**Run 1: metal 1**

Bar = 20 µm. Supply wires on this layer in grey.
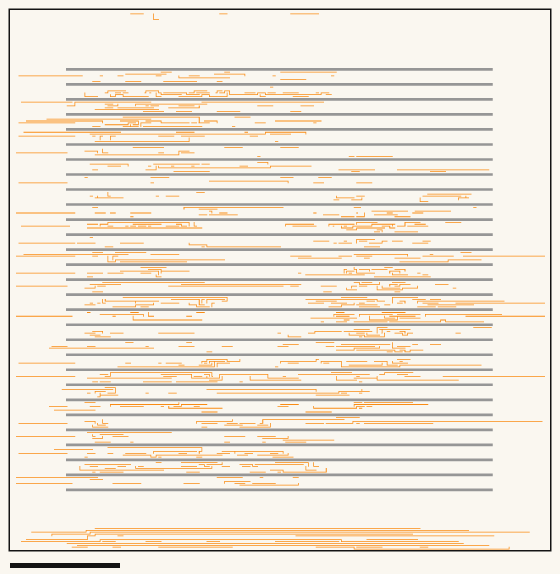
**Run 1: metal 2**

Bar = 20 µm.
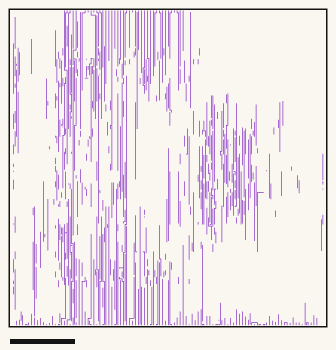
**Run 1: the metal 3 layer**

Cells faint in the background.
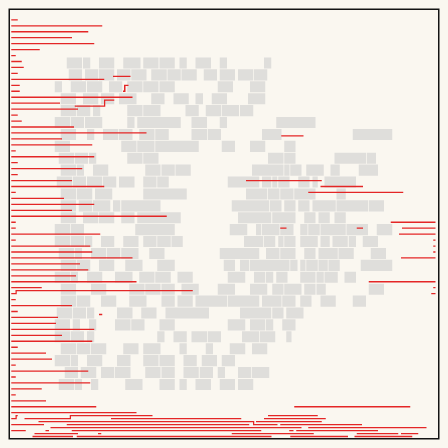
===== config.mk =====
export PLATFORM = sky130hd
export DESIGN_NAME = mem_arbiter
export DESIGN_NICKNAME = d
export VERILOG_FILES = /design/src/rtl/mem_arbiter.sv
export SDC_FILE = /design/constraint.sdc
export NUM_CORES = 1
export LEC_CHECK = 0
export CORE_MARGIN = 10
export CORE_UTILIZATION = 22
export CTS_CLUSTER_DIAMETER = 100
export CTS_CLUSTER_SIZE = 12
export DETAILED_ROUTE_END_ITERATION = 6
export PLACE_DENSITY_LB_ADDON = 0.3
export REMOVE_ABC_BUFFERS = 1
export SETUP_SLACK_MARGIN = 0.4
export SYNTH_ARGS = -nofsm -noshare
export SYNTH_HDL_FRONTEND = slang
export SYNTH_SLANG_ARGS = --single-unit

===== constraint.sdc =====
create_clock -name clk -period 2.45 [get_ports clk]
set_input_delay 0.49 -clock clk [delete_from_list [all_inputs] [get_ports clk]]
set_output_delay 0.49 -clock clk [all_outputs]
set_load 0.01 [all_outputs]

===== src/rtl/mem_arbiter.sv =====
// mem_arbiter: two-port round-robin arbiter in front of a single-port RAM.
// Port 0 is normally the CPU and port 1 a secondary master (DMA/debug loader).
// Ownership is granted one cycle after a request. Port 0 wins the first tie
// after reset. A locked owner keeps the RAM for at most MAX_LOCK consecutive
// cycles while the other port waits.
//
// Ports:
//   clk, rst                     clock, synchronous active-high reset
//   reqN/lockN/weN/addrN/wdataN  per-port request, burst lock, write enable,
//                                address and write data (N = 0, 1)
//   gntN                         registered grant, never both high
//   rvalidN                      1-cycle pulse: rdata holds port N's read result
//   mem_addr/mem_wdata/mem_we    RAM command, zero while no access is in flight
//   mem_rdata                    RAM read data, valid 1 cycle after the address
//   rdata                        mem_rdata passed through to both ports
`ifndef ADDR_SIZE
`define ADDR_SIZE 16
`endif
`ifndef WORD_SIZE
`define WORD_SIZE 32
`endif

module mem_arbiter #(
  parameter int ADDR_W   = `ADDR_SIZE,
  parameter int WORD_W   = `WORD_SIZE,
  parameter int MAX_LOCK = 8
) (
  input  logic              clk,
  input  logic              rst,
  input  logic              req0,
  input  logic              lock0,
  input  logic              we0,
  input  logic [ADDR_W-1:0] addr0,
  input  logic [WORD_W-1:0] wdata0,
  output logic              gnt0,
  output logic              rvalid0,
  input  logic              req1,
  input  logic              lock1,
  input  logic              we1,
  input  logic [ADDR_W-1:0] addr1,
  input  logic [WORD_W-1:0] wdata1,
  output logic              gnt1,
  output logic              rvalid1,
  output logic [ADDR_W-1:0] mem_addr,
  output logic [WORD_W-1:0] mem_wdata,
  output logic              mem_we,
  input  logic [WORD_W-1:0] mem_rdata,
  output logic [WORD_W-1:0] rdata
);

  localparam int CNT_W = (MAX_LOCK > 1) ? $clog2(MAX_LOCK) : 1;
  localparam logic [CNT_W-1:0] LOCK_LAST = CNT_W'(MAX_LOCK - 1);

  typedef enum logic [1:0] {IDLE, OWN0, OWN1} state_t;

  state_t           r_state, w_next;
  logic             r_last_owner;
  logic [CNT_W-1:0] r_lock_cnt, w_lock_nxt;
  logic             r_rvalid0, r_rvalid1;
  logic             w_acc0, w_acc1;
  logic             w_req_own, w_req_oth, w_lock_own;
  state_t           w_oth_state;

  // Owner-relative view so both OWN states share one set of transition rules.
  always_comb begin
    w_req_own   = 1'b0;
    w_req_oth   = 1'b0;
    w_lock_own  = 1'b0;
    w_oth_state = IDLE;
    if (r_state == OWN0) begin
      w_req_own   = req0;
      w_req_oth   = req1;
      w_lock_own  = lock0;
      w_oth_state = OWN1;
    end else if (r_state == OWN1) begin
      w_req_own   = req1;
      w_req_oth   = req0;
      w_lock_own  = lock1;
      w_oth_state = OWN0;
    end
  end

  always_comb begin
    w_next     = r_state;
    w_lock_nxt = '0;
    case (r_state)
      IDLE: begin
        if (req0 && req1)  w_next = r_last_owner ? OWN0 : OWN1;
        else if (req0)     w_next = OWN0;
        else if (req1)     w_next = OWN1;
      end
      OWN0, OWN1: begin
        if (!w_req_own) begin
          w_next = w_req_oth ? w_oth_state : IDLE;
        end else if (w_req_oth) begin
          // Lock extends the turn until the counter reaches its last value.
          if (w_lock_own && (r_lock_cnt != LOCK_LAST)) begin
            w_lock_nxt = r_lock_cnt + 1'b1;
          end else begin
            w_next = w_oth_state;
          end
        end
      end
      default: w_next = IDLE;
    endcase
  end

  always_ff @(posedge clk) begin
    if (rst) begin
      r_state      <= IDLE;
      r_last_owner <= 1'b1;
      r_lock_cnt   <= '0;
      r_rvalid0    <= 1'b0;
      r_rvalid1    <= 1'b0;
    end else begin
      r_state    <= w_next;
      r_lock_cnt <= w_lock_nxt;
      if (w_next == OWN0) r_last_owner <= 1'b0;
      else if (w_next == OWN1) r_last_owner <= 1'b1;
      r_rvalid0 <= w_acc0 && !we0;
      r_rvalid1 <= w_acc1 && !we1;
    end
  end

  assign w_acc0 = (r_state == OWN0) && req0;
  assign w_acc1 = (r_state == OWN1) && req1;

  assign gnt0    = (r_state == OWN0);
  assign gnt1    = (r_state == OWN1);
  assign rvalid0 = r_rvalid0;
  assign rvalid1 = r_rvalid1;
  assign rdata   = mem_rdata;

  assign mem_addr  = w_acc0 ? addr0  : (w_acc1 ? addr1  : '0);
  assign mem_wdata = w_acc0 ? wdata0 : (w_acc1 ? wdata1 : '0);
  // Writes are suppressed while reset is asserted.
  assign mem_we    = !rst && ((w_acc0 && we0) || (w_acc1 && we1));

endmodule

==> reports/results.env <==
OUTCOME='finished, final reports clean'
CP_MAX_FO=8
FLOORPLAN.IO_PINS=221
FINAL.MIN_CLOCK_PERIOD_NS=2.09
ANTENNA-DIODE-COUNT=0
ROW_COUNT=28
DRT-INITIAL-DRC-COUNT=47
POWER_DENSITY_nW_PER_UM2=358
TOOL_WARNINGS=30
TOP_CELL='a22o_1'
RSZ0062_AT_GRT='yes'
FIN_SKEW_NS=0.00245
WORSTMARGINPINSLEW_NS=0.288
YS_TOP_CELLS_BY_COUNT='a22o_1, buf_4, dfxtp_1'
POSTSYNTHSEQSHARE=0.120
NUMSYNTHFLOPS=8
WORSTSETUPSTARTPOINTTYPE='flip-flop'
CLOCK_TREE_FROM_TRITONCTS='built'
DRT_PASS1_ITERATIONS=4
FRACTION_OF_THE_CORE_AREA_COVERED_BY_CELLS_AT_THE_END_OF_THE_FLOW=0.531
HOLD_DEPTH=1
MAXCAPVIOLCOUNT=0
ANTENNA_FOUND_INITIAL=0
CHIP_AREA_UM2=9560
DRT_DRC_VIOLATIONS_LEFT=0
PLACE_INST=352
PLACE.GP.CONGESTION=0.807
CTS-ROOT-TO-SINK-BUFFERS=2
DIE_W_UM=97.8
SYNTH-CELLS-YOSYS=152
CRITICAL_PATH.REG2REG.STARTPOINT='r_state[1]$_SDFF_PP0_'
TOP_CELL_AREA_SHARE=0.316
PLACE_WS_NS=-0.244
RRSETUPSLACK_NS=0.38
TIMING.FINAL.SETUP_VIOLATIONS=0
TIMING_HOLD_VIOLATIONS_FINAL=0
POWER.TOTAL_W=0.00112
RELSLEWSLACK=0.808
PERIOD_USED_SHARE=0.854
YS_TOP_CELLS_BY_AREA='a22o_1, buf_4, dfxtp_1'
ASYNCSETRESETFLOPFRACSYNTH=0
FINALNONFILLERCELLS=379
SYNTH-EDFF-COUNT=0
SETUP.WORST_PATH.END_CLASS='output pin'
I_O_BUFFERS=156
HTREE_NUM_LEVELS=1
ROUTED_LENGTH_PER_INSTANCE_UM=24.2
INITCOREUTIL=0.226
SYNTHCELLS=152
TIMING_WORST_SETUP_PATH_TYPE='flip-flop to output pin'
SYNTH.YOSYS.CHIP_AREA_UM2=1330
SYNTH_CELL_TYPE_COUNT=38
WORST_R2R_PATH_DEPTH=10
GRT_PASS1_VIAS=2123
NETLIST.TOP_CELL.BY_AREA='a22o_1'
CTS_ROOT_CELL='clkbuf_8'
FMAX_GHz=0.478
R2R_END='r_last_owner$_SDFFE_PP1P_'
PLACE_HPWL_UM=7070
CRITPATHCAPTURE='mem_wdata[27]'
CLKSINKCOUNT=8
VDD_IR_DROP_MAX_V=0.000244
SYNTH_AREA_PER_CELL_UM2=8.76
-- 'metal 1' (at the start) --
The wires run mostly horizontal. 379 nets have wire on it. The layer carries 3360 µm of wire.
M1 GR Usage: 0.170
final wirelength: 9160 µm
Via Count: 1837

-- 'metal 2' (at the start) --
The longest straight run is 52.0 µm. 385 nets have wire on it. The wires run mostly vertical.
met2 routing resource usage after global routing: 0.276

-- 'the metal 3 layer' (at the start) --
The layer holds 16% of the routed length. 106 nets have wire on it. The wires run mostly horizontal. The layer carries 1440 µm of wire. The longest straight run is 57.0 µm.
global-route track usage on met3: 0.143

run 1: report_power, final:
group	switching [W]	total, W	internal (W)
clock network	0.0000516	0.000158	0.000106
registers	0.0000111	0.000155	0.000144
logic	0.000306	0.000806	0.000499
run 1: worst min-delay path by stage:
stage                              from                  endpoint
6_report       r_lock_cnt[0]$_SDFF_PP0_  r_lock_cnt[0]$_SDFF_PP0_
5_1_grt        r_lock_cnt[0]$_SDFF_PP0_  r_lock_cnt[0]$_SDFF_PP0_
4_1_cts        r_lock_cnt[0]$_SDFF_PP0_  r_lock_cnt[0]$_SDFF_PP0_
3_5_place_dp   r_lock_cnt[0]$_SDFF_PP0_  r_lock_cnt[0]$_SDFF_PP0_
3_3_place_gp   r_lock_cnt[0]$_SDFF_PP0_  r_lock_cnt[0]$_SDFF_PP0_
2_1_floorplan  r_lock_cnt[0]$_SDFF_PP0_  r_lock_cnt[0]$_SDFF_PP0_
run 1: sequential cells by signal, indices dropped and copies added, names as in the netlist:
name / cells
r_lock_cnt: 3
r_state: 2
r_last_owner: 1
rvalid0: 1
rvalid1: 1
run 1: what timing repair did:
item	CTS	global route
setup endpoints to repair	52	51
resized	230	26
pin swaps	17	8
buffers inserted	12	5
gates cloned	5	2
run 1: layout make-up:
| class | count | area (µm²) |
|---|---|---|
| Clock buffer | 3 | 41.3 |
| Inverter | 3 | 13.8 |
| Sequential cell | 8 | 165 |
| Multi-Input combinational cell | 97 | 896 |
| Timing Repair Buffer | 193 | 1910 |
| Fill cell | 548 | 2760 |
| Tap cell | 75 | 93.8 |
run 1: worst max-delay path, cell delays in order (launching register included):
cell	delay (ns)
dfxtp_2	0.33
inv_2	0.05
ha_4	0.15
and2_4	0.17
nor2_4	0.12
buf_6	0.14
buf_16	0.12
a22o_1	0.16
buf_6	0.12
run 1: per-stage QoR:
step                cell area (µm²)  setup TNS, ns
floorplan                       988              0
global placement               2770         -10.26
detailed placement             2770          -9.57
CTS                            2920              0
global route                   3120              0
finish                         3120              0
run 1: metal layers:
| metal | vias to the layer above | share of wire | routed length [µm] | global-route usage |
|---|---|---|---|---|
| li1 | 861 | - | - | - |
| met1 | 826 | 0.37 | 3360 | 0.170 |
| met2 | 136 | 0.46 | 4230 | 0.276 |
| met3 | 12 | 0.16 | 1440 | 0.143 |
| met4 | 2 | 0.0074 | 68 | 0.0224 |
| met5 | - | 0.0060 | 55 | 0.0462 |
run 1: cells by family after synthesis:
logic type	share of synthesized area
AOI/OAI and AO/OA	0.405
DFF	0.120
and+or+nand+nor	0.135
adders and majority gates	0.0658
buffers and inverters	0.266
muxes	0.00752
run 1: layout by cell type, fill, tap and decap left out, types with 2 or more instances in the layout:
cell type / n
nand2_1: 3
nand3b_1: 2
dfxtp_1: 6
clkdlybuf4s50_1: 105
nor3_1: 2
clkbuf_16: 2
clkbuf_8: 3
a22o_1: 48
buf_6: 26
buf_4: 21
and2_1: 3
buf_16: 5
buf_12: 3
buf_2: 28
ha_4: 4
o211ai_1: 2
ha_1: 3
nor2_1: 2
nand2b_1: 2
